[src/rtl/mult_ctrl_pkg.sv]
// Shared types and constants for the sequential 8x8 multiplier.
// Combinational only: no latency, no flow control.
package mult_ctrl_pkg;

  localparam int OP_W   = 8;
  localparam int NIB_W  = 4;
  localparam int PP_W   = 8;
  localparam int RES_W  = 16;
  localparam int MODE_W = 4;
  localparam int CNT_W  = 8;

  // Partial-product shift amounts, in issue order LL, LH, HL, HH
  localparam int SH_LL = 0;
  localparam int SH_LH = 4;
  localparam int SH_HL = 4;
  localparam int SH_HH = 8;

  localparam int MODE_LL = 0;
  localparam int MODE_LH = 1;
  localparam int MODE_HL = 2;
  localparam int MODE_HH = 3;

  typedef enum logic [2:0] {
    IDLE,
    MUL0,
    MUL1,
    MUL2,
    MUL3,
    DONE
  } state_t;

endpackage

[src/rtl/mult_8x8_seq_ctrl_if.sv]
// Operand/result handshake bundle for the sequential multiplier.
// No logic: latency and backpressure are owned by the endpoints.
interface mult_8x8_seq_ctrl_if;
  import mult_ctrl_pkg::*;

  logic              in_valid;
  logic              in_ready;
  logic [OP_W-1:0]   A;
  logic [OP_W-1:0]   B;
  logic [MODE_W-1:0] cfg_mode;
  logic              out_valid;
  logic              out_ready;
  logic [RES_W-1:0]  R;
  logic [CNT_W-1:0]  done_cnt;

  modport master (
    output in_valid, A, B, cfg_mode, out_ready,
    input  in_ready, out_valid, R, done_cnt
  );

  modport slave (
    input  in_valid, A, B, cfg_mode, out_ready,
    output in_ready, out_valid, R, done_cnt
  );

endinterface

[src/rtl/pp_unit_4x4.sv]
// 4x4 unsigned product; approx zeroes the two LSBs of the product.
// Purely combinational: zero latency, no backpressure.
module pp_unit_4x4
  import mult_ctrl_pkg::*;
(
  input  logic [NIB_W-1:0] a,
  input  logic [NIB_W-1:0] b,
  input  logic             approx,
  output logic [PP_W-1:0]  pp
);

  always_comb begin
    pp = PP_W'(a) * PP_W'(b);
    if (approx) pp[1:0] = 2'b00;
  end

endmodule

[src/rtl/mult_8x8_seq_ctrl.sv]
// Sequential 8x8 multiplier sharing one 4x4 unit over four cycles; result 4 edges after accept.
// Accepts only in IDLE; holds R/out_valid in DONE until out_ready, min issue interval 6 cycles.
module mult_8x8_seq_ctrl
  import mult_ctrl_pkg::*;
(
  input  logic                clk,
  input  logic                rst_n,
  mult_8x8_seq_ctrl_if.slave  bus
);

  state_t            state_q, state_d;
  logic [OP_W-1:0]   a_q, a_d;
  logic [OP_W-1:0]   b_q, b_d;
  logic [MODE_W-1:0] mode_q, mode_d;
  logic [RES_W-1:0]  acc_q, acc_d;
  logic [CNT_W-1:0]  cnt_q, cnt_d;

  logic [NIB_W-1:0]  nib_a, nib_b;
  logic              approx;
  logic [3:0]        shamt;
  logic [PP_W-1:0]   pp;
  logic [RES_W-1:0]  pp_sh;

  // Operand nibbles, approximation bit and weight for the current MULn step
  always_comb begin
    nib_a  = a_q[3:0];
    nib_b  = b_q[3:0];
    approx = mode_q[MODE_LL];
    shamt  = 4'(SH_LL);
    case (state_q)
      MUL1: begin
        nib_b  = b_q[7:4];
        approx = mode_q[MODE_LH];
        shamt  = 4'(SH_LH);
      end
      MUL2: begin
        nib_a  = a_q[7:4];
        approx = mode_q[MODE_HL];
        shamt  = 4'(SH_HL);
      end
      MUL3: begin
        nib_a  = a_q[7:4];
        nib_b  = b_q[7:4];
        approx = mode_q[MODE_HH];
        shamt  = 4'(SH_HH);
      end
      default: ;
    endcase
  end

  pp_unit_4x4 u_pp (
    .a      (nib_a),
    .b      (nib_b),
    .approx (approx),
    .pp     (pp)
  );

  assign pp_sh = RES_W'(pp) << shamt;

  always_comb begin
    state_d = state_q;
    a_d     = a_q;
    b_d     = b_q;
    mode_d  = mode_q;
    acc_d   = acc_q;
    cnt_d   = cnt_q;
    case (state_q)
      IDLE: begin
        if (bus.in_valid) begin
          state_d = MUL0;
          a_d     = bus.A;
          b_d     = bus.B;
          mode_d  = bus.cfg_mode;
          acc_d   = '0;
        end
      end
      MUL0: begin
        acc_d   = acc_q + pp_sh;
        state_d = MUL1;
      end
      MUL1: begin
        acc_d   = acc_q + pp_sh;
        state_d = MUL2;
      end
      MUL2: begin
        acc_d   = acc_q + pp_sh;
        state_d = MUL3;
      end
      MUL3: begin
        acc_d   = acc_q + pp_sh;
        state_d = DONE;
      end
      DONE: begin
        if (bus.out_ready) begin
          state_d = IDLE;
          cnt_d   = cnt_q + 1'b1;
        end
      end
      default: state_d = IDLE;
    endcase
  end

  always_ff @(posedge clk or negedge rst_n) begin
    if (!rst_n) begin
      state_q <= IDLE;
      a_q     <= '0;
      b_q     <= '0;
      mode_q  <= '0;
      acc_q   <= '0;
      cnt_q   <= '0;
    end else begin
      state_q <= state_d;
      a_q     <= a_d;
      b_q     <= b_d;
      mode_q  <= mode_d;
      acc_q   <= acc_d;
      cnt_q   <= cnt_d;
    end
  end

  assign bus.in_ready  = (state_q == IDLE);
  assign bus.out_valid = (state_q == DONE);
  assign bus.R         = acc_q;
  assign bus.done_cnt  = cnt_q;

endmodule

[src/flat_wrapper.sv]
// flat-port wrapper written by rule: the top's interface ports become plain ports
module mult_8x8_seq_ctrl_flat import mult_ctrl_pkg::*;
  (clk, rst_n, bus_in_valid, bus_A, bus_B, bus_cfg_mode, bus_out_ready, bus_in_ready, bus_out_valid, bus_R, bus_done_cnt);
  mult_8x8_seq_ctrl_if bus_i ();
  input  logic clk;
  input  logic rst_n;
  input wire logic [$bits(bus_i.in_valid)-1:0] bus_in_valid;
  input wire logic [$bits(bus_i.A)-1:0] bus_A;
  input wire logic [$bits(bus_i.B)-1:0] bus_B;
  input wire logic [$bits(bus_i.cfg_mode)-1:0] bus_cfg_mode;
  input wire logic [$bits(bus_i.out_ready)-1:0] bus_out_ready;
  output wire logic [$bits(bus_i.in_ready)-1:0] bus_in_ready;
  output wire logic [$bits(bus_i.out_valid)-1:0] bus_out_valid;
  output wire logic [$bits(bus_i.R)-1:0] bus_R;
  output wire logic [$bits(bus_i.done_cnt)-1:0] bus_done_cnt;
  assign bus_i.in_valid = bus_in_valid;
  assign bus_i.A = bus_A;
  assign bus_i.B = bus_B;
  assign bus_i.cfg_mode = bus_cfg_mode;
  assign bus_i.out_ready = bus_out_ready;
  assign bus_in_ready = bus_i.in_ready;
  assign bus_out_valid = bus_i.out_valid;
  assign bus_R = bus_i.R;
  assign bus_done_cnt = bus_i.done_cnt;
  mult_8x8_seq_ctrl u_core (.clk(clk), .rst_n(rst_n), .bus(bus_i));
endmodule
[config.mk]
export PLATFORM = sky130hd
export DESIGN_NAME = mult_8x8_seq_ctrl_flat
export DESIGN_NICKNAME = d
export VERILOG_FILES = /design/src/rtl/mult_ctrl_pkg.sv /design/src/rtl/mult_8x8_seq_ctrl_if.sv /design/src/rtl/pp_unit_4x4.sv /design/src/rtl/mult_8x8_seq_ctrl.sv /design/src/flat_wrapper.sv
export SDC_FILE = /design/constraint.sdc
export NUM_CORES = 1
export LEC_CHECK = 0
export ABC_AREA = 1
export CELL_PAD_IN_SITES_DETAIL_PLACEMENT = 2
export CELL_PAD_IN_SITES_GLOBAL_PLACEMENT = 2
export CORE_AREA = 2 2 117 90
export CTS_BUF_LIST = sky130_fd_sc_hd__clkbuf_4 sky130_fd_sc_hd__clkbuf_8
export DETAILED_ROUTE_END_ITERATION = 10
export DIE_AREA = 0 0 119 92
export PLACE_DENSITY = 0.9
export SYNTH_ARGS = -nofsm -noshare
export SYNTH_HDL_FRONTEND = slang
export SYNTH_SLANG_ARGS = --single-unit
[constraint.sdc]
create_clock -name clk -period 11.2 [get_ports clk]
set_input_delay 2.24 -clock clk [delete_from_list [all_inputs] [get_ports clk]]
set_output_delay 2.24 -clock clk [all_outputs]
set_load 0.05 [all_outputs]
M1 wires:
The bar under the picture is 20 um long. Supply wires on this layer in grey.
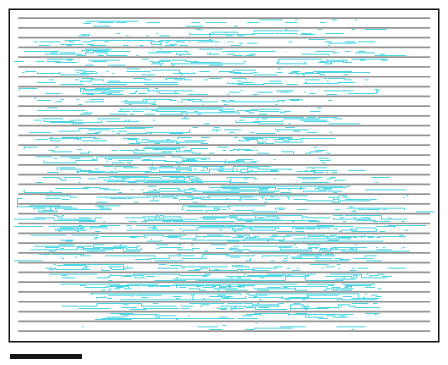
- share of all routed wire: 47%
- main direction: horizontal

Signal wires on met2:
Cells faint in the background.
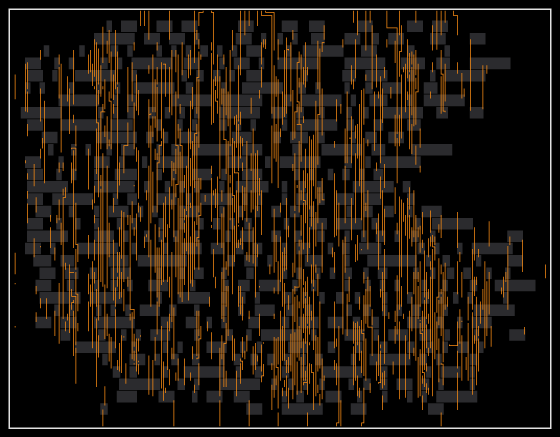
- share of all routed wire: 49%
- longest straight run: 37.7 um
- main direction: vertical
- wire length on this layer: 5410 um
- nets with wire on the layer: 508

==> deck_impl_summary.md <==
Run Summary

Final timing
  • Worst-margin pin slew: 1.13 ns
  • Max Freq: around 170 MHz
  • Slew headroom: 0.247
  • Number of setup violations in the final report: 0
  • Slew Limit Fails: 0
  • Total Neg Setup Slack: 0 ns
  • RSZ-0062 raised after global routing: no

Logic synthesis
  • MUX area fraction: 0.00633
  • Complex Gates by Area: 0.129
  • Syn_area_per_cell: 7.62 um^2
  • Main synth FF type: dfrtp_1
  • Syn. warnings: 0
  • Syn_nets: between 400 and 500
  • Comb area leader: simple AND/OR/NAND/NOR gates
  • Yosys reg bits: approximately 47
  • Chip Area, Yosys: about 0.0034 mm^2

Finish
  • Nets@finish: between 500 and 600
  • Fill cells: 1158
  • Dominant logic cell type in the layout: nand2_1

Critical path
  • Critical path arrival: about 6 ns
  • Critical path startpoint: u_core.state_q[2]
  • CP max-delay cell: fa_1
  • CP peak stage delay: approximately 0.58 ns
  • Worst-path fanout max: 11
  • Critical R2R Capture: u_core.bus.R[13]

Place
  • Port bufs: ~49

CTS
  • Clk_lat worst skew: roughly 0.33 ns
  • CTS tree: yes

Drt
  • DRC Markers: 0
  • 1st-iter DRT viols: approximately 110
  • Post-Route WL: roughly 11 mm

Job
  • Count of tool warnings: 26
  • Max Cap Viol: 0

Hold path
  • Hold depth: 1
  • Endpoint, Worst Hold: u_core.bus.done_cnt[7]

GRT
  • Vias in the first global route: around 3.6k
  • Gr usage total: 0.215

Run status
  • Outcome: completed

Floorplanning
  • Die X: about 120 um
Signal wires on met3:
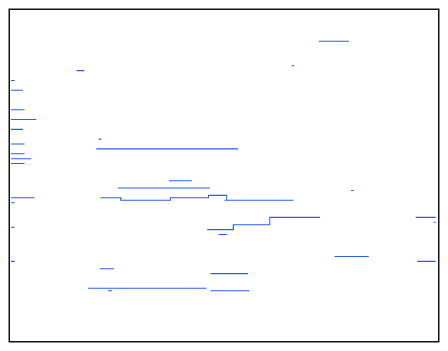
- share of all routed wire: 2.6%
- wire length on this layer: 293 um
- nets with wire on the layer: 28
- main direction: horizontal
- longest straight run: 39.1 um

-- layout make-up --
class	instances	area share
multi-input cells	335	0.471
clock buffers	6	0.0187
repair buffers	49	0.119
flip-flops and latches	47	0.288
inverters	51	0.0475
well taps	136	0.0416
clock inverters	2	0.0147
-- routing by layer --
layer / wire length, um / global-route usage / vias to the layer above
li1: - / - / 1520
met1: 5260 / 0.285 / 1599
met2: 5410 / 0.369 / 46
met3: 292 / 0.0280 / 10
met4: 130 / 0.0625 / 0
met5: 0 / 0 / -
-- Yosys cell counts (2+ instances only) --
cell type,instances
nand2_2,3
nand4_1,3
ha_1,28
buf_4,3
nand3_1,19
o21ai_0,32
nand2_4,4
a21oi_1,22
a32o_1,2
nor2_2,3
nor2_4,2
inv_2,4
dfrtp_1,47
xnor2_1,7
nor2_1,36
fa_1,5
buf_6,3
inv_1,46
a31oi_1,3
a22o_1,2
nand2_1,132
o21ai_1,6
nor3_1,5
o211ai_1,2
xor2_1,3
or2_2,2
o21bai_1,4
-- through the flow --
| stage | hold WS [ns] | setup WS, ns | area [um^2] | utilization |
|---|---|---|---|---|
| after detailed placement | 0.467 | 5.46 | 3950 | 0.396 |
| after global placement | 0.459 | 5.95 | 3950 | 0.396 |
| after global routing | 0.521 | 4.89 | 4090 | 0.410 |
| final | 0.478 | 5.45 | 4090 | 0.410 |
| after CTS | 0.486 | 5.42 | 4090 | 0.410 |
| after floorplan | 0.448 | 6.39 | 3360 | - |
-- state kept, by name (all words and copies together), names as in the netlist --
register	cells
u_core.bus.done_cnt	8
u_core.a_q	8
u_core.bus.R	16
u_core.state_q	3
u_core.mode_q	4
u_core.b_q	8
